### src/rtl/dct_block_loader.sv
`timescale 1ns/1ps
// -----------------------------------------------------------------------------
// dct_block_loader
//
// Input framing stage for the 16-point CORDIC DCT. Serial samples arrive on a
// valid/ready handshake and are collected into a 16-entry fill buffer. Once the
// buffer is full it is copied into the output register x0..x15, where it is
// held for HOLD cycles so the rotator pipeline sees constant operands. The fill
// buffer and the output register form a double buffer. A steady stream can
// therefore keep one block moving every 16 cycles whenever HOLD <= 16.
//
// Parameters
//   W     sample width (two's complement, passed through unmodified)
//   HOLD  cycles each block stays on x0..x15, legal range 1..255
//
// Ports
//   clk        clock, rising edge
//   rst        asynchronous active-low reset
//   in_valid   in_data holds a sample
//   in_ready   loader can accept a sample this cycle (combinational)
//   in_data    sample
//   x0..x15    presented block, x0 = first sample of the block
//   blk_valid  x0..x15 hold a valid block
//   blk_start  one-cycle pulse in the first cycle of each presented block
//   blk_id     count of blocks presented, wraps 255 -> 0
// -----------------------------------------------------------------------------
module dct_block_loader #(
    parameter int W    = 20,
    parameter int HOLD = 16
) (
    input  logic         clk,
    input  logic         rst,
    input  logic         in_valid,
    output logic         in_ready,
    input  logic [W-1:0] in_data,
    output logic [W-1:0] x0,
    output logic [W-1:0] x1,
    output logic [W-1:0] x2,
    output logic [W-1:0] x3,
    output logic [W-1:0] x4,
    output logic [W-1:0] x5,
    output logic [W-1:0] x6,
    output logic [W-1:0] x7,
    output logic [W-1:0] x8,
    output logic [W-1:0] x9,
    output logic [W-1:0] x10,
    output logic [W-1:0] x11,
    output logic [W-1:0] x12,
    output logic [W-1:0] x13,
    output logic [W-1:0] x14,
    output logic [W-1:0] x15,
    output logic         blk_valid,
    output logic         blk_start,
    output logic [7:0]   blk_id
);

    typedef enum logic {
        IDLE,
        HOLDING
    } state_t;

    localparam logic [7:0] HOLD_M1 = 8'(HOLD - 1);

    logic [W-1:0] fill_buf [16];
    logic [W-1:0] xr       [16];
    logic [3:0]   wp;
    logic         full;
    logic [7:0]   cnt;
    logic [7:0]   cnt_next;
    state_t       state;
    state_t       state_next;
    logic         blk_valid_next;
    logic         blk_start_next;
    logic [7:0]   blk_id_next;
    logic         can_load;
    logic         load;
    logic         accept;

    // The output register is free either when nothing is shown, or on the
    // last cycle of the current hold window.
    assign can_load = (state == IDLE) || ((state == HOLDING) && (cnt == 8'd0));
    assign load     = full & can_load;

    // A full buffer still accepts when it is being drained at this edge, so
    // a continuous stream is never stalled while HOLD <= 16.
    assign in_ready = rst & (~full | load);
    assign accept   = in_valid & in_ready;

    // NOTE: the fill buffer has no reset; wp and full decide which entries are
    // meaningful, so stale contents after reset are never presented.
    always_ff @(posedge clk) begin
        if (accept) begin
            fill_buf[wp] <= in_data;
        end
    end

    // NOTE: non-blocking assignments let a sample land in fill_buf[0] at the
    // same edge where the old fill_buf[0] is copied into x0.
    always_ff @(posedge clk or negedge rst) begin
        if (!rst) begin
            wp   <= 4'd0;
            full <= 1'b0;
        end else begin
            if (accept) begin
                wp <= wp + 4'd1;
            end
            // full only exists with wp back at 0, so an accept at a load edge
            // always targets entry 0 and the buffer ends up not full.
            if (accept && (wp == 4'd15)) begin
                full <= 1'b1;
            end else if (load) begin
                full <= 1'b0;
            end
        end
    end

    // Output register: changes only at load edges, retains its value between
    // blocks.
    always_ff @(posedge clk or negedge rst) begin
        if (!rst) begin
            for (int i = 0; i < 16; i++) begin
                xr[i] <= '0;
            end
        end else if (load) begin
            for (int i = 0; i < 16; i++) begin
                xr[i] <= fill_buf[i];
            end
        end
    end

    // Presenter FSM: state register.
    always_ff @(posedge clk or negedge rst) begin
        if (!rst) begin
            state     <= IDLE;
            cnt       <= 8'd0;
            blk_valid <= 1'b0;
            blk_start <= 1'b0;
            blk_id    <= 8'd0;
        end else begin
            state     <= state_next;
            cnt       <= cnt_next;
            blk_valid <= blk_valid_next;
            blk_start <= blk_start_next;
            blk_id    <= blk_id_next;
        end
    end

    // Presenter FSM: next state and registered outputs.
    // NOTE: every signal gets a default first so no path leaves one unassigned
    // and no latch is inferred.
    always_comb begin
        state_next     = state;
        cnt_next       = cnt;
        blk_valid_next = blk_valid;
        blk_start_next = 1'b0;
        blk_id_next    = blk_id;

        if (load) begin
            state_next     = HOLDING;
            cnt_next       = HOLD_M1;
            blk_valid_next = 1'b1;
            blk_start_next = 1'b1;
            blk_id_next    = blk_id + 8'd1;
        end else if (state == HOLDING) begin
            if (cnt != 8'd0) begin
                cnt_next = cnt - 8'd1;
            end else if (!full) begin
                state_next     = IDLE;
                blk_valid_next = 1'b0;
            end
        end
    end

    assign x0  = xr[0];
    assign x1  = xr[1];
    assign x2  = xr[2];
    assign x3  = xr[3];
    assign x4  = xr[4];
    assign x5  = xr[5];
    assign x6  = xr[6];
    assign x7  = xr[7];
    assign x8  = xr[8];
    assign x9  = xr[9];
    assign x10 = xr[10];
    assign x11 = xr[11];
    assign x12 = xr[12];
    assign x13 = xr[13];
    assign x14 = xr[14];
    assign x15 = xr[15];

endmodule
### config.mk
export PLATFORM = sky130hd
export DESIGN_NAME = dct_block_loader
export DESIGN_NICKNAME = d
export VERILOG_FILES = /design/src/rtl/dct_block_loader.sv
export SDC_FILE = /design/constraint.sdc
export NUM_CORES = 1
export LEC_CHECK = 0
export ABC_CLOCK_PERIOD_IN_PS = 3210
export CAP_MARGIN = 20
export CORE_AREA = 5 5 363 223
export DETAILED_ROUTE_END_ITERATION = 6
export DIE_AREA = 0 0 368 228
export DONT_BUFFER_PORTS = 1
export GPL_ROUTABILITY_DRIVEN = 0
export MAX_ROUTING_LAYER = met4
export SLEW_MARGIN = 25
export SYNTH_ARGS = -nofsm -noshare
export SYNTH_HDL_FRONTEND = slang
export SYNTH_SLANG_ARGS = --single-unit
export TNS_END_PERCENT = 50
### constraint.sdc
create_clock -name clk -period 3.21 [get_ports clk]
set_input_delay 0.642 -clock clk [delete_from_list [all_inputs] [get_ports clk]]
set_output_delay 0.642 -clock clk [all_outputs]
set_load 0.05 [all_outputs]
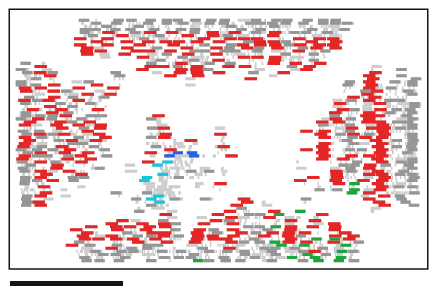
ff_map.png
Scale bar: 100 µm. Other sequential cells in the stronger grey, the rest of the logic in the fainter grey.
cnt: shown in cyan, sequential cells 8. x9: shown in green, sequential cells 20, where south-east. wp: shown in blue, sequential cells 4, where centre. fill_buf: shown in red, sequential cells 320, where spread over the die.
Another 312 sequential cells are not coloured.
FF+latch area: 18,200 µm²
Final Util: 0.343
Seq area share: 0.691

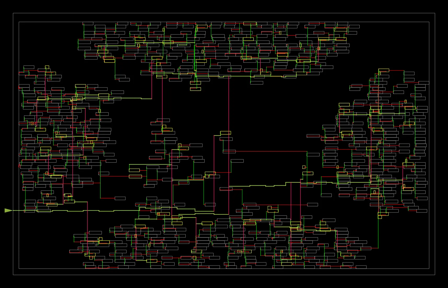
clock_nets.png
TritonCTS Buffers: 67
Clock Skews: 31.7 ps
CLK BUF: 90
Clk. pwr: 0.00788 W
Sink Count: 664

==> GITHUB_STEP_SUMMARY <==
### Yosys + OpenROAD results

| Metric | Value |
|---|---|
| Cell Type Count | 40 |
| Fraction of registers with async set/reset | 0.518 |
| FP Core Util | 0.298 |
| Synth area leader | edfxtp_1 |
| Antenna Nets Post-Route | 0 |
| Initial antenna violation count | 15 |
| Hold Fails Final Rpt | 344 |
| Fmax | 328 MHz |
| Final Setup Violations | 0 |
| CP Data Required Time | 2570 ps |
| Die Area | 83,900 µm² |
| WL per Instance | 22.2 µm |
| Clock Tree Root | clkbuf_16 |
| Clk ins delay skew pair | 640 ps |
| Violated checks | hold timing |
| Hold WC Path Type | input port to asynchronous set/reset pin |
| I/O pins | between 300 and 400 |
| Die height | 228 µm |
| Overflow after GRT | 0 |
| Cell count after synthesis | 1,807 |
| RSZ-0062 raised after global routing | no |
| Clock slew at reported path FFs | 70 ps |
| Leakage power | 11.2 nW |
| # Cells Yosys | 1,807 |
| Area Growth Syn to Fin | 15.0% |
| Outcome | complete, but fails checks |
| Data arrival, critical path | 2410 ps |
| Mean Syn Cell Area | 12.7 µm² |
| Drt drc | 0 |
| Clock buffer depth | 3 |
| Worst-Margin Slew | about 910 ps |
| Setup_tns | 0 ps |
| Crit path kind | flip-flop to output port |
| Synthesized Nets | 1,837 |
| Drt pass-1 iters | 6 |
| H-tree lvl count | 3 |
| DRT iter0 DRCs | 1,173 |
| Yosys Warn Count | 0 |
| Worst hold margin | -282 ps |
| Worst Path Max Fanout | 5 |
| Slew Limit Headroom | 0.391 |
| Top FF cell, synth | dfrtp_1 |
| Max Cap Violations | 0 |
| Yosys reg bits | 664 |
| Post-synth top area share | 0.419 |
| Peak VDD IR | 0.620 mV |
| Synth Seq Share | 0.795 |
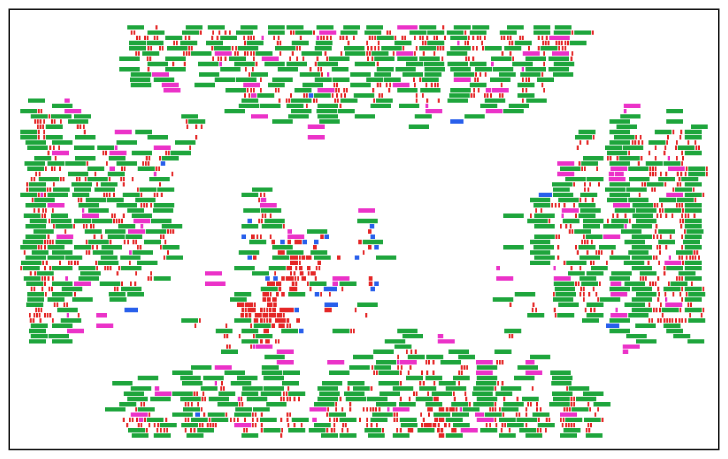
class_map.png
remaining buffers and delay cells: shown in blue, cells 27, share of their area 1.1%. clock drivers and dummy loads: shown in magenta, cells 124, share of their area 8.8%. remaining logic cells: shown in red, cells 1,070, share of their area 17%. registers: shown in green, cells 664, share of their area 73%.
# rows: 79
core footprint: 76,900 µm²

## cells by family (layout without fill, tap and decap cells)
group                    count (synthesis)  count (layout)  synth area share
AND/OR/NAND/NOR                       1029            1029             0.172
flip-flops                             664             664             0.795
buffers and inverters                   79             157            0.0179
AND-OR/OR-AND                           12              12           0.00410
XOR/XNOR                                11              11           0.00421
adder cells (fa/ha/maj)                  7               7           0.00382
multiplexers                             5               5           0.00235
other                                    0               7                 0
## metal layers
| metal | part of all wire | track usage | wire, µm | vias to the layer above |
|---|---|---|---|---|
| met5 | 0 | - | 0 | - |
| met4 | 0.022 | 0.0467 | 1440 | 0 |
| met3 | 0.15 | 0.0714 | 9370 | 93 |
| met2 | 0.42 | 0.211 | 26900 | 551 |
| met1 | 0.41 | 0.210 | 26700 | 6616 |
| li1 | - | - | - | 5891 |
## per-stage QoR
step                total power (W)  setup slack, ps  area (µm²)  instances
floorplan                    0.0222              418       22900       1807
global placement             0.0236              637       24100       2772
detailed placement           0.0238              601       24100       2772
CTS                          0.0318             66.0       26300       2897
global route                 0.0329             20.6       26300       2897
finish                       0.0314              161       26300       2904
## cells in the mapped netlist, drive strengths merged, types with 2 or more instances
master	count
nand2	976
dfrtp	344
edfxtp	320
buf	68
nor2	21
xnor2	8
ha	7
inv	6
nand3	6
o21ai	6
clkbuf	5
nand2b	4
nand4	4
nor3	4
mux2	3
xor2	3
a21oi	2
mux2i	2
or3	2
## cell type report
type	instances	area (µm²)
multi-input cells	1064	4330
repair buffers	27	278
inverters	6	30.0
clock buffers	90	1900
well taps	1012	1270
clock inverters	34	308
fillers	7469	50600
flip-flops and latches	664	18200
diodes	7	17.5
## power by group
part | switching [W] | leakage, nW | internal (W)
registers | 0.00968 | 6.98 | 0.0112
clock network | 0.00342 | 1.08 | 0.00447
logic | 0.00164 | 3.13 | 0.00107
total | 0.0147 | 11.2 | 0.0167
## worst max-delay path: stages, from the launching register on
cell and delay, ps:
dfrtp_1 380, inv_1 100, ha_1 190, or3b_2 540, o211ai_4 200, and2_1 140
buf_4 200
## final timing paths
| kind | start | slack (ps) | endpoint |
|---|---|---|---|
| min reg2reg | fill_buf[12][0]$_DFFE_PP_ | 430 | x12[0]$_DFFE_PN0P_ |
| max | cnt[0]$_DFFE_PN0P_ | 160 | in_ready |
| max reg2reg | cnt[0]$_DFFE_PN0P_ | 540 | fill_buf[5][10]$_DFFE_PP_ |
| min | rst | -280 | x8[14]$_DFFE_PN0P_ |
| min in group clk | in_data[7] | 100 | fill_buf[13][7]$_DFFE_PP_ |
| max in group asynchronous | rst | 2750 | x6[0]$_DFFE_PN0P_ |
## cells in the final DEF (no fill, tap or decap), types with 5 or more instances in the layout
cell and count:
buf_12 6, nor2_2 13, ha_1 7, inv_6 8
inv_1 5, nor2_1 7, clkinv_2 11, diode_2 7
o21ai_0 5, edfxtp_1 320, nand3_1 6, xnor2_1 8
nand2_1 976, dfrtp_1 344, clkbuf_1 15, clkbuf_16 72
buf_4 21
## timing repair
| action | in CTS | in global routing |
|---|---|---|
| setup buffers | 1 | 0 |
| endpoints found under the hold margin | 344 | 344 |
| setup endpoints to repair | 1 | 0 |
Power figures rest on the tool's default switching activity, not on a simulated workload.
